Fig. 1: selected gate families
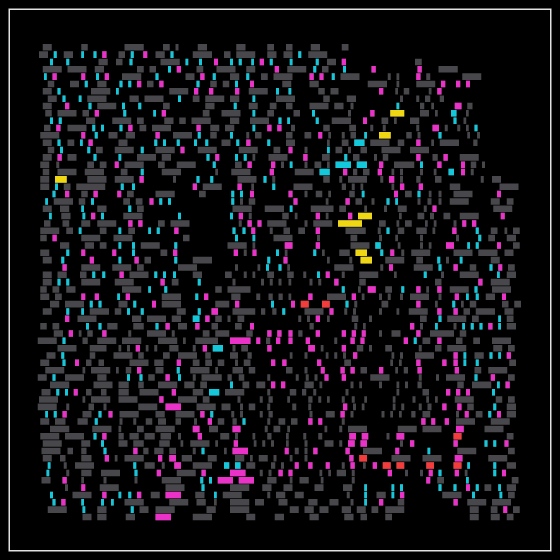
Fig. 2: signal wires on met3
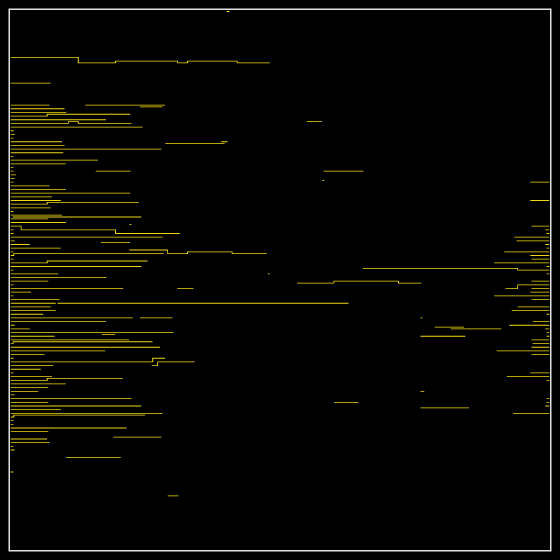
Fig. 3: track usage over the die
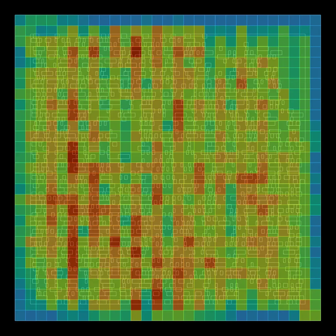
Design memory_access, sky130hd; sources not shown.
==> impl_metrics.csv <==
group,metric,value,unit
timing,tightest_slew,0.522,ns
status,failed_checks,"setup timing",
yosys,yosys_area,0.00746,mm^2
timing,slew_headroom,0.652,
critical_path,cp_cell_sequence,"nor2_4, buf_12, nand2_4, o211ai_1, buf_12",
clocking,htreeDepth,4,
final_layout,postLayoutCoreUtil,0.372,
final_layout,fill_cells,3690,
clocking,cts-root-buf,"clkbuf_4",
final_layout,area_growth,58.7,%
critical_path,crit_path_frequent_cell,"buf_12",
die,rows,65,
critical_path,critical_path_class,"reg2out",
timing,fin_tns_setup,-1.79,ns
yosys,top_cells_by_area,"dfxtp_1, nand2_1, nor2_1, o21ai_0, a21oi_1",
die,dieWidth,200,um
yosys,synth.ff_latch_count,150,
yosys,xor_share,0,
yosys,synth-edff-count,0,
route,vias_per_cell,4.61,
yosys,ys_warn_count,0,
yosys,syn_avg_cell_area,6.51,um^2
timing,hold_viol,0,
yosys,top_area_cell,"dfxtp_1",
clocking,cts_tree,"built",
min_path,holdPathStages,3,
yosys,ys_sh_adder,0.0117,
critical_path,critPathMaxStageDelay,0.42,ns
route,post_drt_wl_per_cell,19.8,um
timing,min_period,2.25,ns
yosys,aoi_share,0.198,
timing,maxSlewViolCount,0,
route,final_antenna_net_count,0,
flow_run,tool_warnings,37,
yosys,flop_cell,"dfxtp_1",
timing,rsz0062_at_grt,"true",
yosys,yosys.area.top_type_share,0.402,
die,core,0.0318,mm^2
yosys,ys_sh_mux,0,
yosys,ys_seq_share,0.402,
critical_path,endpoint_kind,"primary output",
timing,fin_crit_sh,1.07,
place,dpl.cell_count,1837,
yosys,top_logic_kind,"simple AND/OR/NAND/NOR gates",
clocking,cts_made_buffers,17,
critical_path,crit_slowest_cell,"dfxtp_4",
die,die_area,0.0401,mm^2
yosys,yosysMostFrequentCell,"nand2_1",
timing,setup_slack,-0.140,ns
place,dp_hpwl,28400,um
power_and_ir_drop,cellPowerDensity,1050,mW/mm^2
clocking,clock-sinks,150,
yosys,syn_area,0.00746,mm^2
critical_path,crit_cells,5,
critical_path,worstPathArrival,1.83,ns
flow_run,cap_violations,0,
place,port_buffers,284,
yosys,synthCells,1147,
status,status,"finished, violations left",
global_route,grt_pass1_vias,9579,
die,ios,287,
timing,fmax,444,MHz
route,drcViolationCount,0,
clocking,clock_path_buffers,2,
yosys,ys_sh_simple,0.310,
clocking,path_clk_slew,0.17,ns
route,first_pass_iters,5,
die,die_h,200,um
critical_path,r2r_setup_slack,0.13,ns
critical_path,cp_max_fo,6,
min_path,hold_class,"in2reg",
yosys,ys_types,33,
critical_path,critPathTopFamily,"flip-flops",
global_route,grt_start_max_net_pins,118,
clocking,clk_latency,0.63,ns
place,gp_congestion,0.765,
final_layout,layout.nets,1587,
critical_path,start_kind,"flop",
clocking,ctsHoldBuffers,0,
route,drt_iter0_drc,387,
timing,finalSetupViolations,25,
yosys,ys_cells,1147,
final_layout,drive_gt1_frac,0.229,
critical_path,r2r_cells,11,
die,fp_util,0.235,
timing,fin_skew,0.0280,ns
global_route,grt_pass1_wl,57600,um
power_and_ir_drop,p_leak,5.14,nW
power_and_ir_drop,ir_drop,0.000430,V
yosys,yosys-top-cells-count,"nand2_1, nor2_1, o21ai_0",
critical_path,path_buffers,2,
critical_path,required,1.69,ns
global_route,overflow,0,
global_route,antenna_found_initial,8,
power_and_ir_drop,power,12.4,mW
yosys,async_reset_ff_frac,0,
-- Fig. 1 (at the start) --
family	colour	cells	most used
AND-OR and OR-AND gates	red	8	a211o_1
inverting AOI/OAI gates	magenta	270	o21ai_0
NOR gates	cyan	268	nor2_1
adder and majority cells	yellow	7	ha_1
multi-input combinational area share: 0.354
Post-Layout Cell Count: 1,887
most numerous logic cell after layout: nor2_1

-- Fig. 2 (at the start) --
longest straight run	108 um
share of all routed wire	8.0%
main direction	horizontal
wire length on this layer	2,990 um
nets with wire on the layer	149
routed vias: 8,691
global routing usage on met3: 0.0735
routed wire length: 37,300 um

-- Fig. 3 (at the start) --
Global Route Usage Sum: 0.182
met2 Resource Use GR: 0.307
GRT busiest layer: met2

==> report_power, final <==
group / internal [mW] / switching [mW] / total, mW / leakage [nW]
registers: 3.26 / 0.323 / 3.58 / 1.23
clock network: 0.629 / 1.26 / 1.89 / 0.140
logic: 1.98 / 4.98 / 6.96 / 3.77
total: 5.87 / 6.57 / 12.4 / 5.14
==> cells by family (layout without fill, tap and decap cells) <==
group	count (synthesis)	after routing
AND/OR/NAND/NOR	579	579
AND-OR/OR-AND	278	278
flip-flops	150	150
buffers and inverters	132	432
adder cells (fa/ha/maj)	7	7
other	1	6
==> worst reg2reg max path: cells and delay by family, from the launching register on <==
| family | cells | cell delay, ns |
|---|---|---|
| simple gates | 4 | 0.53 |
| buf+inv | 4 | 0.46 |
| flops | 1 | 0.39 |
| compound gates | 2 | 0.38 |
| fa+ha+maj | 1 | 0.15 |
==> layout by cell type, fill, tap and decap left out, types with 2 or more instances in the layout <==
master,instances
nor2_1,256
nand2_1,230
buf_4,160
o21ai_0,148
dfxtp_1,143
clkdlybuf4s50_1,143
a21oi_1,76
buf_12,44
inv_1,33
nand3_1,33
nand2_2,19
o21ai_1,19
clkbuf_4,18
nand2_4,14
inv_2,8
o211ai_1,8
a211o_1,8
o21ai_4,7
nand3_2,7
nand4_1,7
a21oi_2,7
clkinvlp_4,5
nor2_4,5
nor2_2,5
inv_6,5
diode_2,4
ha_1,4
dfxtp_4,4
buf_6,4
dfxtp_2,3
inv_4,2
clkinv_4,2
o21bai_1,2
ha_2,2
conb_1,2
inv_8,2
buf_8,2
==> what timing repair did <==
action / CTS / global route
pin swaps: 10 / 13
gates cloned: 0 / 1
setup endpoints to repair: 29 / 70
setup buffers: 10 / 3
gates resized: 50 / 39
==> per-layer routing <==
layer | global-route usage | vias up | routed length, um
met1 | 0.212 | 4190 | 15700
met5 | 0 | - | 53
met3 | 0.0735 | 27 | 2990
met2 | 0.307 | 178 | 18300
met4 | 0.0376 | 8 | 313
li1 | - | 4288 | -
==> stage by stage <==
stage               worst slack (ns)  cell area (um^2)  hold slack [ns]
global route                  -0.260             11800            0.289
finish                        -0.140             11800            0.301
floorplan                     -0.419              7530            0.471
global placement              -0.411             11100            0.451
CTS                           -0.217             11600            0.241
detailed placement            -0.456             11100            0.459
==> layout make-up <==
| type | instances | area (um^2) | area share |
|---|---|---|---|
| multi-input cells | 866 | 4190 | 0.354 |
| inverters | 46 | 186 | 0.0157 |
| clock inverters | 14 | 140 | 0.0118 |
| flip-flops and latches | 150 | 3020 | 0.255 |
| well taps | 435 | 544 | 0.0460 |
| clock buffers | 18 | 135 | 0.0114 |
| diodes | 4 | 10.0 | 0.000845 |
| repair buffers | 354 | 3610 | 0.305 |
Power figures rest on the tool's default switching activity, not on a simulated workload.
